$ cat src/rtl/mult_div_unit.sv
// Iterative HI/LO multiply/divide engine owning the architectural HI and LO registers.
// Build option: define FAST_MUL_EN for single-cycle MULT/MULTU; divides stay iterative.
module mult_div_unit #(
  parameter int WIDTH = 32
) (
  input  logic             clk,
  input  logic             reset,
  input  logic             start,
  input  logic [2:0]       op,
  input  logic [WIDTH-1:0] rs_data,
  input  logic [WIDTH-1:0] rt_data,
  output logic             busy,
  output logic             done,
  output logic [WIDTH-1:0] hi,
  output logic [WIDTH-1:0] lo
);

  localparam int CW = $clog2(WIDTH + 1);
  localparam logic [2:0] OP_MTHI = 3'b100;
  localparam logic [2:0] OP_MTLO = 3'b101;

  typedef enum logic [1:0] {IDLE = 2'd0, PREP = 2'd1, ITER = 2'd2, FIX = 2'd3} state_t;

  state_t             state_r;
  logic [WIDTH-1:0]   a_r, b_r, quo_r, rem_r;
  logic [2*WIDTH-1:0] acc_r;
  logic [CW-1:0]      cnt_r;
  logic               is_div_r, neg_res_r, neg_rem_r, div0_r;

  logic               is_mul_s, is_div_s, sgn_s, iter_go_s, div_ge_s;
  logic [WIDTH:0]     mul_sum_s, div_shift_s;
  logic [WIDTH-1:0]   div_diff_s, quo_fix_s, rem_fix_s;
  logic [2*WIDTH-1:0] prod_fix_s;

  function automatic logic [WIDTH-1:0] abs_val(input logic [WIDTH-1:0] v, input logic sgn);
    return (sgn && v[WIDTH-1]) ? (~v + 1'b1) : v;
  endfunction

`ifdef FAST_MUL_EN
  function automatic logic [2*WIDTH-1:0] fast_product(input logic [WIDTH-1:0] x,
                                                      input logic [WIDTH-1:0] y,
                                                      input logic sgn);
    logic [2*WIDTH-1:0] xe, ye;
    xe = {{WIDTH{sgn & x[WIDTH-1]}}, x};
    ye = {{WIDTH{sgn & y[WIDTH-1]}}, y};
    return xe * ye;
  endfunction

  assign iter_go_s = start & is_div_s;
`else
  assign iter_go_s = start & (is_mul_s | is_div_s);
`endif

  assign is_mul_s = (op[2:1] == 2'b00);
  assign is_div_s = (op[2:1] == 2'b01);
  assign sgn_s    = op[0];

  // Multiplier bits sit in the low half of acc_r and shift out as the product shifts in.
  assign mul_sum_s   = {1'b0, acc_r[2*WIDTH-1:WIDTH]} + {1'b0, (acc_r[0] ? a_r : {WIDTH{1'b0}})};
  assign div_shift_s = {rem_r, quo_r[WIDTH-1]};
  assign div_ge_s    = (div_shift_s >= {1'b0, b_r});
  assign div_diff_s  = div_shift_s[WIDTH-1:0] - b_r;

  // Divide by zero leaves |rs| as remainder, which the dividend-sign fix turns back into rs.
  assign prod_fix_s = neg_res_r ? (~acc_r + 1'b1) : acc_r;
  assign quo_fix_s  = div0_r ? {WIDTH{1'b1}} : (neg_res_r ? (~quo_r + 1'b1) : quo_r);
  assign rem_fix_s  = neg_rem_r ? (~rem_r + 1'b1) : rem_r;

  // Control FSM, iteration datapath and the architectural HI/LO registers.
  always_ff @(posedge clk) begin
    if (reset) begin
      state_r   <= IDLE;
      busy      <= 1'b0;
      done      <= 1'b0;
      hi        <= {WIDTH{1'b0}};
      lo        <= {WIDTH{1'b0}};
      a_r       <= {WIDTH{1'b0}};
      b_r       <= {WIDTH{1'b0}};
      quo_r     <= {WIDTH{1'b0}};
      rem_r     <= {WIDTH{1'b0}};
      acc_r     <= {(2*WIDTH){1'b0}};
      cnt_r     <= {CW{1'b0}};
      is_div_r  <= 1'b0;
      neg_res_r <= 1'b0;
      neg_rem_r <= 1'b0;
      div0_r    <= 1'b0;
    end else begin
      done <= 1'b0;
      case (state_r)
        IDLE: begin
          if (iter_go_s) begin
            a_r       <= abs_val(rs_data, sgn_s);
            b_r       <= abs_val(rt_data, sgn_s);
            is_div_r  <= op[1];
            neg_res_r <= sgn_s & (rs_data[WIDTH-1] ^ rt_data[WIDTH-1]);
            neg_rem_r <= sgn_s & rs_data[WIDTH-1];
            div0_r    <= (rt_data == {WIDTH{1'b0}});
            busy      <= 1'b1;
            state_r   <= PREP;
          end
`ifdef FAST_MUL_EN
          else if (start && is_mul_s) begin
            {hi, lo} <= fast_product(rs_data, rt_data, sgn_s);
            done     <= 1'b1;
          end
`endif
          else if (start && (op == OP_MTHI)) begin
            hi <= rs_data;
          end else if (start && (op == OP_MTLO)) begin
            lo <= rs_data;
          end
        end
        PREP: begin
          cnt_r   <= CW'(WIDTH);
          acc_r   <= {{WIDTH{1'b0}}, b_r};
          rem_r   <= {WIDTH{1'b0}};
          quo_r   <= a_r;
          state_r <= ITER;
        end
        ITER: begin
          if (is_div_r) begin
            rem_r <= div_ge_s ? div_diff_s : div_shift_s[WIDTH-1:0];
            quo_r <= {quo_r[WIDTH-2:0], div_ge_s};
          end else begin
            acc_r <= {mul_sum_s, acc_r[WIDTH-1:1]};
          end
          cnt_r <= cnt_r - 1'b1;
          if (cnt_r == CW'(1)) begin
            state_r <= FIX;
          end
        end
        FIX: begin
          if (is_div_r) begin
            hi <= rem_fix_s;
            lo <= quo_fix_s;
          end else begin
            {hi, lo} <= prod_fix_s;
          end
          done    <= 1'b1;
          busy    <= 1'b0;
          state_r <= IDLE;
        end
        default: begin
          busy    <= 1'b0;
          state_r <= IDLE;
        end
      endcase
    end
  end

endmodule

$ cat config.mk
export PLATFORM = sky130hd
export DESIGN_NAME = mult_div_unit
export DESIGN_NICKNAME = d
export VERILOG_FILES = /design/src/rtl/mult_div_unit.sv
export SDC_FILE = /design/constraint.sdc
export NUM_CORES = 1
export LEC_CHECK = 0
export CAP_MARGIN = 20
export CELL_PAD_IN_SITES_DETAIL_PLACEMENT = 1
export CELL_PAD_IN_SITES_GLOBAL_PLACEMENT = 2
export CORE_MARGIN = 4
export CORE_UTILIZATION = 36
export CTS_CLUSTER_SIZE = 25
export DETAILED_ROUTE_END_ITERATION = 16
export PLACE_DENSITY_LB_ADDON = 0.1
export SYNTH_ARGS = -nofsm -noshare
export SYNTH_HDL_FRONTEND = slang
export SYNTH_SLANG_ARGS = --single-unit
$ cat constraint.sdc
create_clock -name clk -period 3.5 [get_ports clk]
set_input_delay 0.7 -clock clk [delete_from_list [all_inputs] [get_ports clk]]
set_output_delay 0.7 -clock clk [all_outputs]
set_load 0.01 [all_outputs]
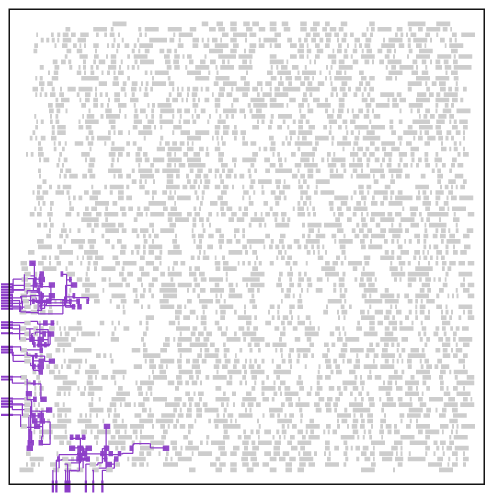
Fig. 1. Port wiring (run 1).
Drawn at 2 px/um.
legend:
  rt_data:
    color: purple
    bits: 32
    direction: input
    end_cells: 75
    buffers: 34
    wire: 1080 um
Top-Level Pins: 136
Port-buffer cells: 135

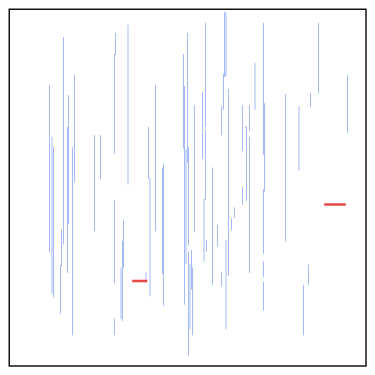
Fig. 2. Metal layers overlaid (run 1).
Drawn at 1.5 px/um. Two of the layers only.
legend:
  M5:
    color: red
    wire_length: 21.2 um
  M4:
    color: blue
    wire_length: 3810 um
routed wire length: 84400 um
count of vias placed by the detailed router: 19700
Total GRT Usage: 0.288
Avg WL per Cell: 25.3 um

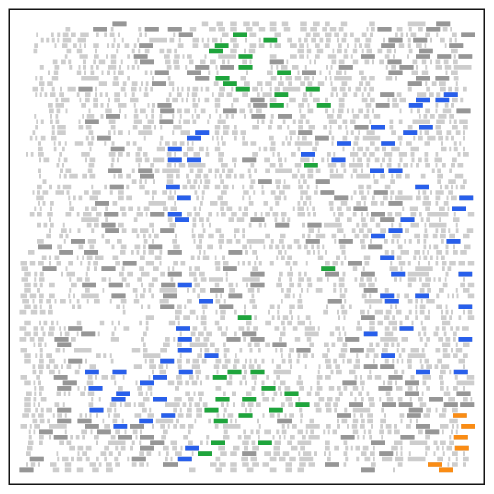
Fig. 3. Sequential cells grouped by signal name (run 1).
Drawn at 2 px/um. Other sequential cells in the stronger gray, the rest of the logic in the fainter gray.
legend:
  cnt_r:
    color: orange
    sequential_cells: 6
    where: bottom right
  acc_r:
    color: blue
    sequential_cells: 64
  lo:
    color: green
    sequential_cells: 32
    where: a vertical strip down the middle
not colored: 168
Final Util: 0.445
sequential portion of the cell area: 0.235

==> notes.md, run 1 <==
Results of the full flow below.

Min path:
- The run gives the worst hold path stage count as 2.
- The endpoint of the worst hold path is reported as hi[7]$_SDFFE_PP0P_.
- The run gives the worst hold path startpoint as hi[7]$_SDFFE_PP0P_.

Power and ir drop:
- The run puts the total sequential power at roughly 4.5 mW.
- The run gives the leakage power of the design as 8.64 nW.
- The run puts the clock distribution power at roughly 3.7 mW.
- The run gives the fraction of power consumed by the clock network as 0.252.
- The run gives the part of the power in registers as 0.306.
- The run puts the worst-case vdd ir drop at between 0.3 and 0.4 mV.
- The run gives the dominant power group as combinational cells.

Final layout:
- The run gives the most frequent logic cell in the layout as sky130_fd_sc_hd__nor2_1.
- The run gives the final design area excluding fillers as about 0.023 mm2.
- The register with the most flip-flops in the layout has between 60 and 70 of them.
- After layout, the buffer instance count without clock buffers stands at 307.
- Counting the inverters off the clock network in the layout gives ~74.
- The run gives the clock network contribution to total cell area as 0.0490.
- Per the layout area report, the register area comes to 0.00541 mm2.
- The repair_antennas step left the layout with diodes totalling 0.
- The design has roughly 270 sequential cells.
- The run puts the buffering overhead at 0.118.

Drt:
- For this run, the detailed router reports a per-instance via density of 5.90.
- The run puts the post-route met1 wirelength at 36900 um.
- The run puts the detailed-router iteration count before antenna repair at 5.
- The run puts the routed length on met3 at about 4000 um.
- The run gives the remaining number of nets flagged by the antenna check after routing as 0.
- The run gives the post-detailed-route DRC marker count as 0.

Yosys:
- The run gives the count of library flops with an enable pin as 0.
- The synthesized design spends more area on one cell type than any other, namely sky130_fd_sc_hd__dfxtp_1.
- The run gives the synthesized flop and latch total as 270.
- The run gives the share of the yosys chip area belonging to registers as 0.287.
- The run gives the synthesized instance count as approximately 2500.
- The run puts the post-synthesis average cell area at approximately 7.7 um2.
- The run gives the share of the synthesized area in the top cell type as 0.287.
- The run gives the mapped cell area as 0.0188 mm2.
- By area, the combinational part of the netlist is dominated by AND-OR/OR-AND gates.
- The portion of synthesized area spent on multiplexers is 0.0439.
- Per the synthesis report, the simple-gate share of the synthesized area is 0.206.
- The area recorded from the Yosys report for this design is roughly 0.019 mm2.
- After synthesis, the netlist uses around 78 different library cells.
- Sorting the synthesis cell report by count puts at the top sky130_fd_sc_hd__nor2_1.

Die:
- The run gives the total number of tap cells as 680.
- Row generation in the floorplan step produced 83 rows.
- The floorplan step set the die height to ~240 um.
- The run puts the placeable core area at roughly 0.052 mm2.
- The run gives the width of the die as 237 um.

STA:
- The run puts the total count of hold-check failures in the final report at 0.
- Setup repair after global routing left no endpoint under its margin.
- The run puts the count of pins over their slew limit at 0.
- The run gives the final critical-path setup slack as 0.193 ns.
- The final timing summary puts the cycle share of the worst path at 0.945.
- The run puts the post-route clock skew at a little over 0.03 ns.

Worst setup path:
- The run gives the worst path buffer plus inverter count as 0.
- The run gives the critical path capture point type as a flop.
- According to the timing report, the critical path is launched from acc_r[6]$_SDFFE_PP0P_.
- STA classifies the critical path startpoint as a flop.
- The run gives the endpoint required time on the critical path as roughly 3.9 ns.
- Per STA, the worst path is made up of or4_4, or4_4, or3_1, or4_4, o31ai_4, xor2_1, a221o_1, a21oi_1.
- The run puts the largest fanout on the critical path at 7.
- By instance count, the cell type seen most on the critical path is sky130_fd_sc_hd__or4_4.
- The run gives the cell count along the critical path as 8.

Clock network:
- The run gives the setup fix buffers added after clock tree synthesis as 0.
- The run gives the clock tree from TritonCTS as yes.
- The run puts the source-to-sink clock delay at the later pin of the worst-skew pair at between 0.5 and 0.6 ns.
- The run gives the count of instances resized after the clock tree is built as 0.

Global route:
- The run puts the initial antenna violation count at 3.
- Entering global routing, the biggest net connects between 60 and 70 pins.
- The run puts the overall overflow remaining after global route at 0.
- Routing resource usage on met3 recorded by global route was 0.0415.
- The run puts the fraction of met2 tracks used by global routing at 0.486.

Status:
- The flow ran to the end, and the final reports show no timing, DRC or antenna violations.
Fig. 4: run 1, wiring heat map
Drawn at 1.5 px/um. The die is cut into 24 by 24 equal tiles; dark blue is low, red is high, scaled to the fullest tile. Values are wire area over tile area, all layers added.
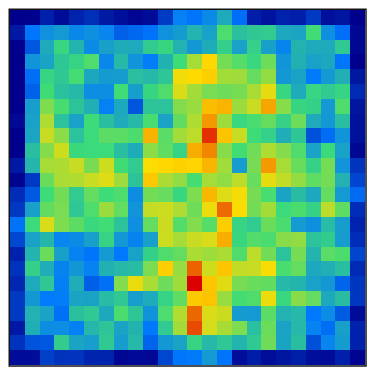

==> run 1 -> run 2 <==
- CORE_UTILIZATION: 36 -> 30
- SLEW_MARGIN: unset -> 10
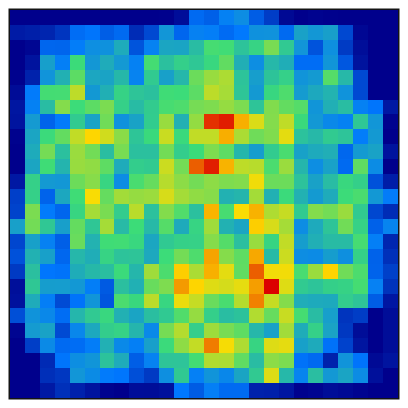
Fig. 5. Wiring heat map (run 2).
Drawn at 1.5 px/um. The die is cut into 26 by 26 equal tiles; dark blue is low, red is high, scaled to the fullest tile. Values are wire area over tile area, all layers added.
fullest tile: 0.53
mean over tiles: 0.20
tiles over half the peak: 30%
densest ninth of the die: middle
Avg WL per Cell: 24.5 um
routed wire length: 85700 um
count of vias placed by the detailed router: 19400
Total GRT Usage: 0.248

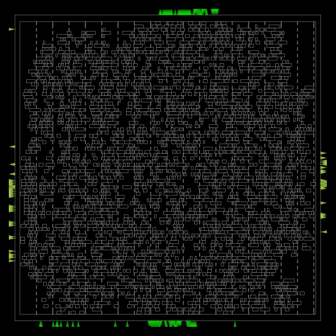
Fig. 6. Placed standard cells (run 2).
number of placement rows: 91
sequential portion of the cell area: 0.232
Final Non-Filler Cells: 3500
Final Util: 0.376
number of tap cells inserted: 837

==> notes.md, run 2 <==
Results of the full flow below.

Global route:
- The run gives the initial antenna violation count as 1 (-2).
- The fraction of met2 tracks used by global routing came to 0.422 (-0.0637).
- The run gives the global routing usage on met3 as 0.0342 (-0.00726).
- The run gives the maximum number of pins on one net before global-route repair as 124 (+91%).
- The first global-routing pass estimated approximately 130000 um of wire.
- The run gives the overall overflow remaining after global route as 0 (unchanged).

Worst setup path:
- The run gives the endpoint required time on the critical path as 3.95 ns (+0.02 ns).
- The worst setup path is of the flop to flop kind.
- Per STA, the worst path is made up of or4_4, or4_4, or3_1, or4_4, o31ai_4, xor2_1, a221o_1, a21oi_1.
- The cell count along the critical path was 8 (unchanged).
- The run puts the depth of the worst register-to-register path at 8.
- The worst setup path is launched from a flop.
- The most critical setup path has its startpoint at acc_r[6]$_SDFFE_PP0P_.
- Per STA, the library cell used most along the worst path is sky130_fd_sc_hd__or4_4.
- The run gives the largest delay contributor family on the critical path as simple AND/OR/NAND/NOR gates.
- The run gives the largest fanout on the critical path as 7 (unchanged).
- The run puts the worst path buffer plus inverter count at 0 (unchanged).
- The run gives the critical path capture point type as a flop.

Final layout:
- The run puts the flip-flop count of the largest register after layout at 64 (unchanged).
- The run gives the clock network contribution to total cell area as 0.0555 (+0.00643).
- The run puts the final design area excluding fillers at 0.0233 mm2 (+1.3%).
- The run gives the register bank with the most flops as acc_r.
- The library cell used most frequently in the layout, excluding fill and tap cells, is sky130_fd_sc_hd__nor2_1.
- The buffering overhead was 0.113 (-0.00503).
- The run gives the number of buffers other than clock buffers in the final layout as 301 (-2.0%).
- The run gives the number of non-clock inverters as 74 (unchanged).
- In the final layout, the share of cells above drive strength 1 is 0.100.
- The sequential standard cell area is 0.00541 mm2 (unchanged).
- The count of antenna diodes in the layout is 3 (+3).
- The run puts the total number of multi-input combinational cells at around 1900.
- The run gives the count of sequential standard cells as 270 (unchanged).

Clock network:
- The run puts the count of instances resized after the clock tree is built at 0 (unchanged).
- The run gives the source-to-sink clock delay at the later pin of the worst-skew pair as 0.59 ns (+0.02 ns).
- The run gives the clock tree from TritonCTS as yes.
- The run gives the clock transition at the register clock pins on the worst setup and hold paths after CTS as approximately 0.060 ns.
- The setup fix buffers added after clock tree synthesis was 0 (unchanged).

Yosys:
- The run gives the most common cell in the synthesized netlist as sky130_fd_sc_hd__nor2_1.
- The run puts the synthesized flop and latch total at 270 (unchanged).
- The run puts the share of the synthesized area in the top cell type at 0.287 (unchanged).
- The share of the yosys chip area belonging to registers came to 0.287 (unchanged).
- The run gives the synthesized instance count as 2453 (unchanged).
- The run gives the area share of and/or/nand/nor cells after synthesis as 0.206 (unchanged).
- The run puts the post-synthesis average cell area at 7.68 um2 (unchanged).
- Of the combinational cells, the family taking the most area is AND-OR/OR-AND gates.
- The run puts the yosys-reported design area after synthesis at 0.0188 mm2 (unchanged).
- The count of library flops with an enable pin is 0 (unchanged).
- The run gives the mapped cell area as 0.0188 mm2 (unchanged).
- The portion of netlist area occupied by mux cells is 0.0439 (unchanged).
- The run gives the count of cell types in the netlist as 78 (unchanged).
- Summed over all instances, the cell type with the most area after synthesis is sky130_fd_sc_hd__dfxtp_1.
- The run gives the cell count listed in synth_stat.txt as 2453.

Drt:
- The run puts the post-detailed-route via-to-cell ratio at 5.54 (-6.0%).
- The run gives the post-route met1 wirelength as 39100 um (+5.8%).
- The run puts the remaining number of nets flagged by the antenna check after routing at 0 (unchanged).
- The post-detailed-route DRC marker count is 0 (unchanged).
- The run gives the detailed-router iteration count before antenna repair as 5 (unchanged).
- The run gives the routed length on met3 as 3450 um (-12%).

Min path:
- STA reports the tightest min-delay check as being of type flop to flop.
- The run gives the worst hold path stage count as 2 (unchanged).
- For hold timing, the worst endpoint is b_r[21]$_SDFFE_PP0P_.
- The run gives the worst hold path startpoint as b_r[21]$_SDFFE_PP0P_.

Power and ir drop:
- The run puts the fraction of power consumed by the clock network at 0.275 (+0.023).
- The run puts the worst-case vdd ir drop at 0.328 mV (+1.8%).
- The run puts the clock distribution power at 4.12 mW (+12%).
- The run gives the dominant power group as combinational cells.
- The switching portion of total power comes to 0.428.
- The run gives the part of the power in registers as 0.297 (-0.009).
- The run puts the cell-internal power at around 8.6 mW.
- The leakage power of the design came to 8.69 nW (+0.51%).
- The run puts the total sequential power at 4.45 mW (about the same).

Status:
- The flow ran to the end, and the final reports show no timing, DRC or antenna violations.

Die:
- The run puts the top-level I/O count at 136 (unchanged).
- The width of the die was 259 um (+9.2%).
- The vertical die dimension is 259 um (+9.2%).
- The placeable core area came to 0.0619 mm2 (+20%).

STA:
- The most critical hold endpoint after final layout shows a slack of between 0.4 and 0.5 ns.
- The clock period could shrink to approximately 3.3 ns.
- The run puts the final critical-path setup slack at 0.210 ns (+0.0166 ns).
- The run puts the count of pins over their slew limit at 0 (unchanged).
- Across all checked pins, the minimum headroom to the slew limit is 0.374.
- Setup repair after global routing left no endpoint under its margin.
- The post-route clock skew was 0.0305 ns (-0.0000809 ns).
- The fraction of the cycle the final worst path needs came to 0.940 (-0.00473).
- The run gives the total count of hold-check failures in the final report as 0 (unchanged).

Run:
- Max-cap violations in this run came to 0.

Placed design:
- The count of buffers inserted at the top-level ports was 135 (unchanged).
- The run gives the worst setup timing slack at the placement stage as -0.165 ns.
- Per the detailed placement report, the placed cell area equals 0.0220 mm2.
Power and IR drop assume default switching activity.
